[src/rtl/arbitro_banco_registradores.sv]
// Write-port arbiter for the register file: clears x1..x31 after reset, then
// grants CPU writeback and UART loader requests round-robin with a registered write port.
module arbitro_banco_registradores #(
    parameter bit INIT_ZERO = 1'b1
) (
    input  logic        i_clock,
    input  logic        i_reset,
    input  logic        i_cpu_req,
    input  logic [4:0]  i_cpu_addr,
    input  logic [31:0] i_cpu_data,
    output logic        o_cpu_gnt,
    input  logic        i_uart_req,
    input  logic [4:0]  i_uart_addr,
    input  logic [31:0] i_uart_data,
    output logic        o_uart_gnt,
    output logic        o_wr_en,
    output logic [4:0]  o_wr_addr,
    output logic [31:0] o_wr_data,
    output logic        o_pronto
);

    typedef enum logic {LIMPA, ATIVO} estado_t;

    localparam logic ULT_CPU  = 1'b0;
    localparam logic ULT_UART = 1'b1;

    estado_t     r_estado;
    estado_t     w_estado_prox;
    logic [4:0]  r_contador;
    logic [4:0]  w_contador_prox;
    logic        r_ultimo;
    logic        w_ultimo_prox;
    logic        r_wr_en;
    logic        w_wr_en_prox;
    logic [4:0]  r_wr_addr;
    logic [4:0]  w_wr_addr_prox;
    logic [31:0] r_wr_data;
    logic [31:0] w_wr_data_prox;
    logic        r_pronto;
    logic        w_pronto_prox;
    logic        w_arbitra;
    logic        w_cpu_gnt;
    logic        w_uart_gnt;

    // Grants are also masked by reset so a handshake never completes on an aborting edge.
    assign w_arbitra  = r_pronto && !i_reset;
    assign w_cpu_gnt  = w_arbitra && i_cpu_req && (!i_uart_req || r_ultimo == ULT_UART);
    assign w_uart_gnt = w_arbitra && i_uart_req && (!i_cpu_req || r_ultimo == ULT_CPU);

    always_ff @(posedge i_clock) begin
        if (i_reset) begin
            r_estado   <= (INIT_ZERO != 1'b0) ? LIMPA : ATIVO;
            r_contador <= 5'd1;
            r_ultimo   <= ULT_UART;
            r_wr_en    <= 1'b0;
            r_wr_addr  <= '0;
            r_wr_data  <= '0;
            r_pronto   <= 1'b0;
        end else begin
            r_estado   <= w_estado_prox;
            r_contador <= w_contador_prox;
            r_ultimo   <= w_ultimo_prox;
            r_wr_en    <= w_wr_en_prox;
            r_wr_addr  <= w_wr_addr_prox;
            r_wr_data  <= w_wr_data_prox;
            r_pronto   <= w_pronto_prox;
        end
    end

    always_comb begin
        w_estado_prox   = r_estado;
        w_contador_prox = r_contador;
        w_ultimo_prox   = r_ultimo;
        w_wr_en_prox    = 1'b0;
        w_wr_addr_prox  = r_wr_addr;
        w_wr_data_prox  = r_wr_data;
        w_pronto_prox   = r_pronto;
        case (r_estado)
            LIMPA: begin
                w_wr_en_prox   = 1'b1;
                w_wr_addr_prox = r_contador;
                w_wr_data_prox = '0;
                // Counter parks at 31 instead of wrapping; the state change ends the sweep.
                if (r_contador == 5'd31) begin
                    w_estado_prox = ATIVO;
                    w_pronto_prox = 1'b1;
                end else begin
                    w_contador_prox = r_contador + 5'd1;
                end
            end
            ATIVO: begin
                w_pronto_prox = 1'b1;
                if (w_cpu_gnt) begin
                    w_ultimo_prox = ULT_CPU;
                    if (i_cpu_addr != 5'd0) begin
                        w_wr_en_prox   = 1'b1;
                        w_wr_addr_prox = i_cpu_addr;
                        w_wr_data_prox = i_cpu_data;
                    end
                end else if (w_uart_gnt) begin
                    w_ultimo_prox = ULT_UART;
                    if (i_uart_addr != 5'd0) begin
                        w_wr_en_prox   = 1'b1;
                        w_wr_addr_prox = i_uart_addr;
                        w_wr_data_prox = i_uart_data;
                    end
                end
            end
            default: w_estado_prox = LIMPA;
        endcase
    end

    assign o_cpu_gnt  = w_cpu_gnt;
    assign o_uart_gnt = w_uart_gnt;
    assign o_wr_en    = r_wr_en;
    assign o_wr_addr  = r_wr_addr;
    assign o_wr_data  = r_wr_data;
    assign o_pronto   = r_pronto;

endmodule

[config.mk]
export PLATFORM = sky130hd
export DESIGN_NAME = arbitro_banco_registradores
export DESIGN_NICKNAME = d
export VERILOG_FILES = /design/src/rtl/arbitro_banco_registradores.sv
export SDC_FILE = /design/constraint.sdc
export NUM_CORES = 1
export LEC_CHECK = 0
export CORE_MARGIN = 2
export CORE_UTILIZATION = 30
export DETAILED_ROUTE_END_ITERATION = 10
export HOLD_SLACK_MARGIN = 0.05
export PLACE_DENSITY = 0.73
export SLEW_MARGIN = 20
export SYNTH_ARGS = -nofsm -noshare
export SYNTH_HDL_FRONTEND = slang
export SYNTH_SLANG_ARGS = --single-unit
[constraint.sdc]
create_clock -name i_clock -period 1.8 [get_ports i_clock]
set_input_delay 0.18 -clock i_clock [delete_from_list [all_inputs] [get_ports i_clock]]
set_output_delay 0.18 -clock i_clock [all_outputs]
set_load 0.005 [all_outputs]
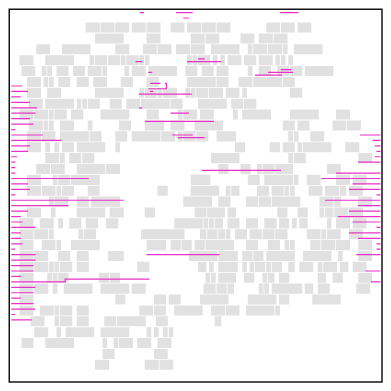
Figure 1: M3 wires.
(4 px per micron)
nets with wire on the layer: 82
wire length on this layer: 500 microns

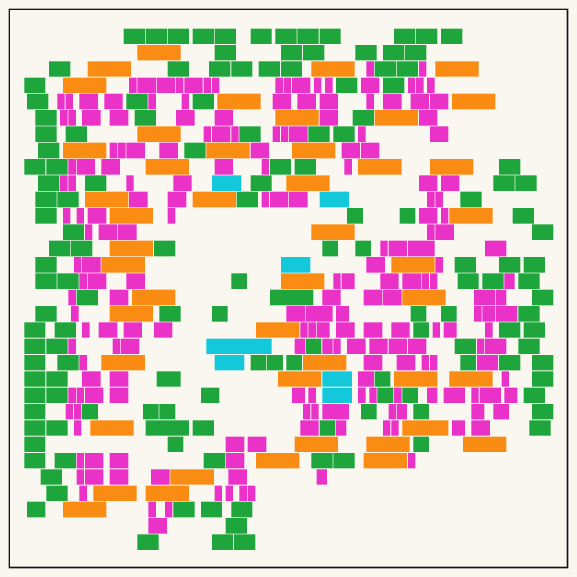
Figure 2: placement by cell class.
(6 px per micron)
| color | class | cells | share of their area |
|---|---|---|---|
| orange | flip-flops | 46 | 25% |
| cyan | clock drivers and dummy loads | 7 | 3.0% |
| magenta | all other logic | 202 | 34% |
| green | other buffers and delay cells | 146 | 38% |
final standard cell area without fillers: 3864 sq um
total number of placement rows: 32
final standard cell utilization of the core: 50.26%
sequential share of cell area: 23.87%
area of the core: 7687 sq um

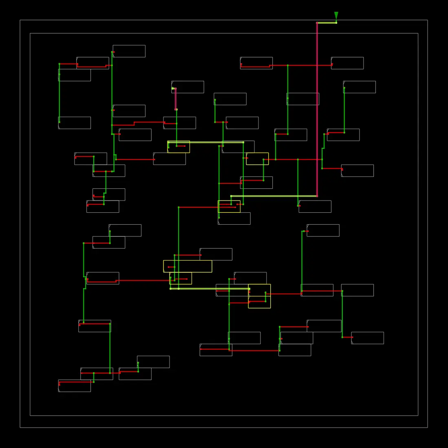
Figure 3: clock nets.
number of sinks on the clock net: 46
latest clock arrival within the worst-skew pair: 0.30 ns
Worst Clk Skew: 0.008646 ns
Clock group: 803 uW
clock buffer count in the final layout: 6

==> results.ini <==
[finish]
antenna-diode-count=0
final-clk-cell-share_pct=2.915
layoutNonFillerInstCount=503
layout_top_cell_excl_fill_tap=sky130_fd_sc_hd__clkdlybuf4s50_1
layout.sequential_cells=46
layout.area.seq_sq_um=922.1
logic_gate_count=200
largest_register_ffs=32

[critical_path]
timing.critical_path.arrival_ns=1.88
cp_startpoint_kind=primary input
timing.critical_path.max_delay_family=buffers and inverters
crit_path_end_kind=flop
critical_path_type=in -> reg
critical-path-top-cell-by-count=sky130_fd_sc_hd__buf_4
worstReg2RegEnd=o_wr_data[14]

[cts]
post-cts-setup-buffers=2
cts_buf_count=5
postCtsResizedCells=3
cts.hold.buffers_added=0
clkSlewWorstSetupHoldPaths_ns=0.09
clk_root_buffer_cell=sky130_fd_sc_hd__clkbuf_8

[logic_synthesis]
syn_avg_cell_area_sq_um=8.446
synthTopCellsByArea=sky130_fd_sc_hd__dfxtp_1 (39%), sky130_fd_sc_hd__nand2_1 (12%), sky130_fd_sc_hd__a221oi_1 (12%)
post_synth_inst_count=280
syn_nets=360
top_area_cell=sky130_fd_sc_hd__dfxtp_1
ys_chip_area_sq_um=2365
synthAdderAreaFrac_pct=1.058
ys_seq_elements=46
yosys-mux-area-fraction_pct=2.116
ff_type=sky130_fd_sc_hd__dfxtp_1
synth_top_cell_by_count=sky130_fd_sc_hd__nand2_1
synth.top_cell.area_share_pct=38.94

[routing]
finalWirelength_mm=8.025
m1WireLength_mm=3.667
wl_met2_mm=3.736
post-route-drc-count=0
number_of_vias_in_the_routed_layout=2671

[global_routing]
grt_antenna_before_repair=0
grtUsageTotal_pct=17.50
grt_pass1_wl_mm=12.26
grt_start_max_net_pins=29

[floorplanning]
die_w_microns=92.79
die_h_microns=92.79

[placement]
numPlacedInstances=494
placement.setup.worst_slack_ns=-0.1744

[power]
clock_power_share_pct=37.9
switching_power_uw=449.6
pwr.group.combinational_uw=272
vdd.ir_drop.worst_v=0.0002932
leakage_nw=1.365

[worst_hold_path]
hold_path.class=in -> reg
hold_path_depth=3
holdPathEnd=o_wr_data[8]

[outcome]
run_status=completed

[timing]
slew_headroom_pct=64.41
unrepaired_setup_endpoints_after_global_routing=no

-- per-layer routing --
layer  vias up  track usage (%)
met5         -                0
met4         0            4.902
met3        10            4.150
met2       103            29.29
met1      1252            22.45
li1       1306                -
-- worst max-delay path by stage --
stage                        startpoint       endpoint  slack (ns)  cells after the start
final                           i_reset  o_wr_data[14]        0.09                      8
after global routing            i_reset  o_wr_data[19]        0.02                      9
after CTS                       i_reset  o_wr_data[13]        0.09                      8
after detailed placement        i_reset  o_wr_data[14]       -0.17                      7
after global placement          i_reset      o_cpu_gnt       -0.07                      6
after floorplan           r_contador[0]  r_contador[3]        0.20                      7
-- tightest hold or removal path: cells and delay by family --
kind / cells / cell delay (ns)
AOI/OAI and AO/OA: 1 / 0.08
buffers and inverters: 1 / 0.39
and+or+nand+nor: 1 / 0.06
Power is estimated from default activity; no workload was simulated.
